Fig. 1: run 1, PDN straps and rails
Drawn at 4 px/um. Pins as bars on the die edge.
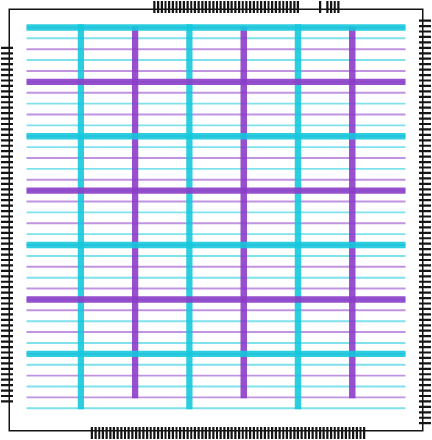
Fig. 2: run 1, cells colored by class
Drawn at 4 px/um. Fill, decap, tap and diode cells in gray.
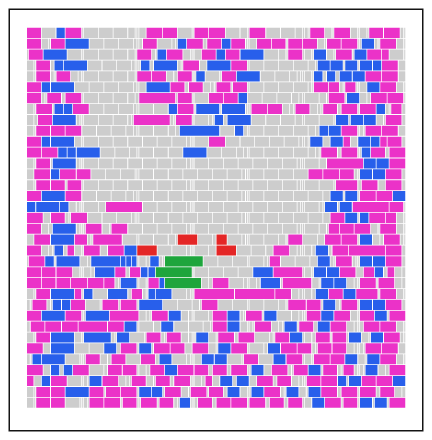
Fig. 3: run 1, routing congestion map
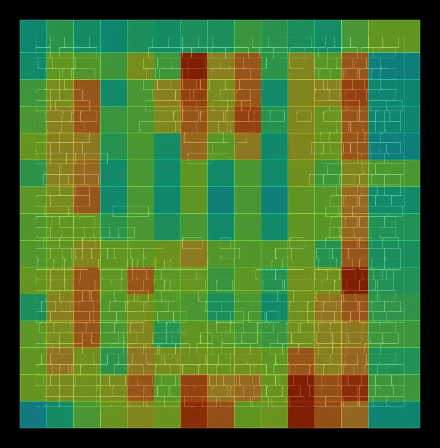
Fig. 4: run 1, routed clock nets over the placement
Drawn at 6 px/um.
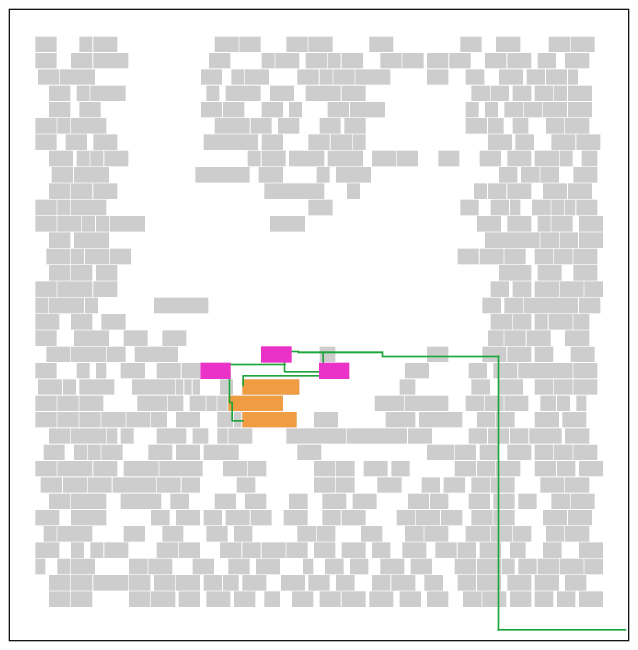
==> config.mk <==
export PLATFORM = sky130hd
export DESIGN_NAME = mem_arbiter
export DESIGN_NICKNAME = d
export VERILOG_FILES = /design/src/rtl/mem_arbiter_pkg.sv /design/src/rtl/mem_arbiter_rr_arb2.sv /design/src/rtl/mem_arbiter.sv
export SDC_FILE = /design/constraint.sdc
export NUM_CORES = 1
export LEC_CHECK = 0
export CORE_AREA = 4 4 99 101
export CTS_BUF_LIST = sky130_fd_sc_hd__clkbuf_2 sky130_fd_sc_hd__clkbuf_4 sky130_fd_sc_hd__clkbuf_8
export DETAILED_ROUTE_END_ITERATION = 12
export DIE_AREA = 0 0 103 105
export PLACE_DENSITY = 0.75
export SETUP_SLACK_MARGIN = 0.4
export SYNTH_ARGS = -nofsm -noshare
export SYNTH_HDL_FRONTEND = slang
export SYNTH_SLANG_ARGS = --single-unit
==> constraint.sdc <==
create_clock -name clk -period 1.9 [get_ports clk]
set_input_delay 0.38 -clock clk [delete_from_list [all_inputs] [get_ports clk]]
set_output_delay 0.38 -clock clk [all_outputs]
set_load 0.02 [all_outputs]
==> out/summary.log <==
[cts] clock buffer count from CTS 3
[cells_and_area] filler cell count 760
[cells_and_area] Layout area overhead 298%
[power_and_ir_drop] power per cell area 329 mW/mm2
[place] Final HPWL DP 7.71 mm
[cts] maximum root-to-sink buffer count 2
[synth] async set or reset register ratio after synthesis 100%
[timing] count of final setup violators 0
[cells_and_area] Inserted Diodes 0
[synth] synthesized area per cell 6.45 um2
[timing] ratio of final minimum period to clock period 98.7%
[cells_and_area] ratio of cells with drive above 1 in the final layout 69.5%
[cts] clk ins delay skew pair 0.22 ns
[cts] count of cells resized by post-cts repair 499
[power_and_ir_drop] internal power contribution 1.04 mW
[place] Placed Cells incl. Taps 564
[timing] slew at the pin with the worst max-slew slack 0.377 ns
[critical_path] startpoint types register
[power_and_ir_drop] peak supply drop 257 uV
[run] OpenROAD warnings 29
[critical_path] CP bufs+invs 2
[synth] count of distinct cell types in the synthesized netlist 17
[timing] post-route minimum period 1.87 ns
[power_and_ir_drop] sw power 656 uW
[critical_path] reg-to-reg slack, setup 0.69 ns
[cells_and_area] net count of the finished layout 605
[timing] count of final max-slew check failures 0
[grt] largest net degree at the start of global routing 34
[grt] overall overflow remaining after global route 0
[die] effective utilization at floorplan 14.4%
[power_and_ir_drop] Leading power group combinational logic
[worst_hold_path] worst min path class in -> async
[cts] clock root buffer clkbuf_8
[synth] number of enable flip-flop cells 0
[cts] clock transition time at the flip-flop clock pins of the worst setup and hold paths 0.03 ns
[cts] post-CTS setup buffer count 1
[cts] Clock Sink Count 3
[critical_path] Crit Path Category reg -> out
[critical_path] Critical Path Fanout Max 7
[synth] share of the synthesized area in the top cell type 46.3%
[synth] Mapped Nets 330
[critical_path] arrival time worst endpoint 1.49 ns
[timing] maximum clock frequency 533 MHz
[power_and_ir_drop] relative contribution of combinational cells to total power 83.2%
[detailed_routing] number of vias after detailed routing 2,601
[grt] initial antenna violation count 0
[detailed_routing] Antenna Nets Post-Route 0
[critical_path] cell breakdown of the critical path nand2b_4 > clkbuf_16 > a32oi_2 > nor2_2 > buf_6
[synth] post-synthesis sequential element count 3
[die] floorplan die area 0.0108 mm2
[synth] synthesis area per yosys 0.00130 mm2
[cts] number of levels the H-tree was split into 1
[detailed_routing] number of design-rule violations left by the first detailed-router iteration 48
[synth] number of cell instances after yosys synthesis 201
[power_and_ir_drop] Leakage 2.27 nW
[synth] most frequent cells after synthesis and2_1, a32oi_1, nor2_1
[power_and_ir_drop] flip-flop and latch power 87.2 uW
[die] I/O Pins 261
[critical_path] Worst path depth 5
[synth] part of the Yosys area used for sequential elements 5.79%
[synth] leading area contributor after synthesis and2_1
[run_status] run status finished clean
[critical_path] CP endpoint kind output port
[detailed_routing] iteration tally of the first detailed-router pass 4
[timing] number of hold violations in the final report 0
[detailed_routing] Wirelength per Cell 18.3 um
[power_and_ir_drop] share of total power in sequential cells 5.1%
[detailed_routing] final wirelength 10.7 mm
[cts] clock tree from TritonCTS yes
[synth] dominant register cell dfrtp_1
[critical_path] largest stage delay on the critical path 0.46 ns
[critical_path] R2R depth 5
[synth] Post-synth area hogs and2_1, a32oi_1, nor2_1
[grt] first-pass GRT wire length 13.3 mm
[die] width of the die 103 um
[cts] number of hold buffers added after cts 0
[detailed_routing] number of vias per cell after detailed routing 4.44
[cells_and_area] Cell Count, Final, Fillers Out 586
[critical_path] critical-path cell with the highest stage delay dfrtp_2
[power_and_ir_drop] switching share of power 38.6%
[place] number of input and output port buffers inserted 260
[place] weighted congestion at the end of routability-driven global placement 0.746
[synth] netlist area before placement 0.00130 mm2
[critical_path] required time of the critical path 1.52 ns
[timing] RSZ-0062 raised after global routing yes
[power_and_ir_drop] combinational gate power 1.41 mW
[synth] count leader, synth and2_1
[detailed_routing] DR DRC count 0
[timing] relative slew slack 74.9%
[run] max-cap violations 0
[grt] number of global-route vias before repair 2,535
Back to the opening pictures, Fig. 1:
- VSS: cyan
- VDD: purple
- met1 rails: 36
- met4 straps: 6
die boundary height: 105 um
Placeable Area: 0.00902 mm2

Back to the opening pictures, Fig. 2:
- flops: green (cells 3; share of their area 1.5%)
- clock drivers and dummy loads: red (cells 4; share of their area 0.97%)
- other buffers and delay cells: magenta (cells 294; share of their area 64%)
- all other logic: blue (cells 174; share of their area 33%)
fin util: 57.2%
sequential fraction of total cell area: 1.48%
finished layout cell area: 0.00516 mm2
number of placement rows: 35

Back to the opening pictures, Fig. 3:
met1 track demand over resource in global routing: 15.6%
Most Crowded Layer GR: met2
GRT Resource Usage Total: 15.6%

Back to the opening pictures, Fig. 4:
- flip-flops: orange (count 3)
- clock wires: green (length 164 um)
- cells driving clock nets: magenta (count 3)
- routed clock nets: 4
post-route clock skew: 0.00415 ns
clock power share: 11.7%

[run 1: placed cells by master (no fill, tap or decap), drive strengths merged]
cell	netlist	layout
buf	11	158
clkdlybuf4s50	0	124
and2	96	96
nor2	30	30
a32oi	30	30
clkbuf	13	14
a21oi	5	5
nand2	3	3
dfrtp	3	3
nand2b	2	2
nor2b	2	2
inv	2	2
and3	1	1
a211oi	1	1
a21boi	1	1
a31oi	1	1
dlygate4sd2	0	1
dlymetal6s2s	0	1
[run 1: layout make-up]
type                    count  area, um2  area share [%]
multi-input cells         172       1670            32.3
flip-flops and latches      3       76.3            1.48
clock buffers               4       48.8           0.945
inverters                   2       7.51           0.145
repair buffers            294       3220            62.4
well taps                 111        139            2.69
[run 1: metal layers]
metal / routed length (um) / GRT usage [%]
met3: 1200 / 5.81
met5: 0 / 0
met2: 5860 / 30.0
met1: 3500 / 15.6
met4: 141 / 2.68
[run 1: metrics by stage]
stage / TNS (ns) / setup slack [ns] / instance area, um2 / power (mW) / hold slack, ns
2_1_floorplan: 0 / 0.259 / 1510 / 0.562 / 0.271
3_3_place_gp: -49.38 / -0.765 / 4260 / 1.16 / 0.639
3_5_place_dp: -53.74 / -0.811 / 4260 / 1.18 / 0.654
4_1_cts: 0 / 0.0198 / 4320 / 1.40 / 0.345
5_1_grt: -0.200 / -0.0301 / 5160 / 1.78 / 0.369
6_report: 0 / 0.0252 / 5160 / 1.70 / 0.340
[run 1: cells by family (layout without fill, tap and decap cells)]
| family | count (synthesis) | after routing | synth area share, % |
|---|---|---|---|
| buffers and inverters | 26 | 300 | 10.5 |
| AND-OR/OR-AND | 38 | 38 | 24.8 |
| flip-flops | 3 | 3 | 5.79 |
| AND/OR/NAND/NOR | 134 | 134 | 58.9 |
Power is estimated from default activity; no workload was simulated.
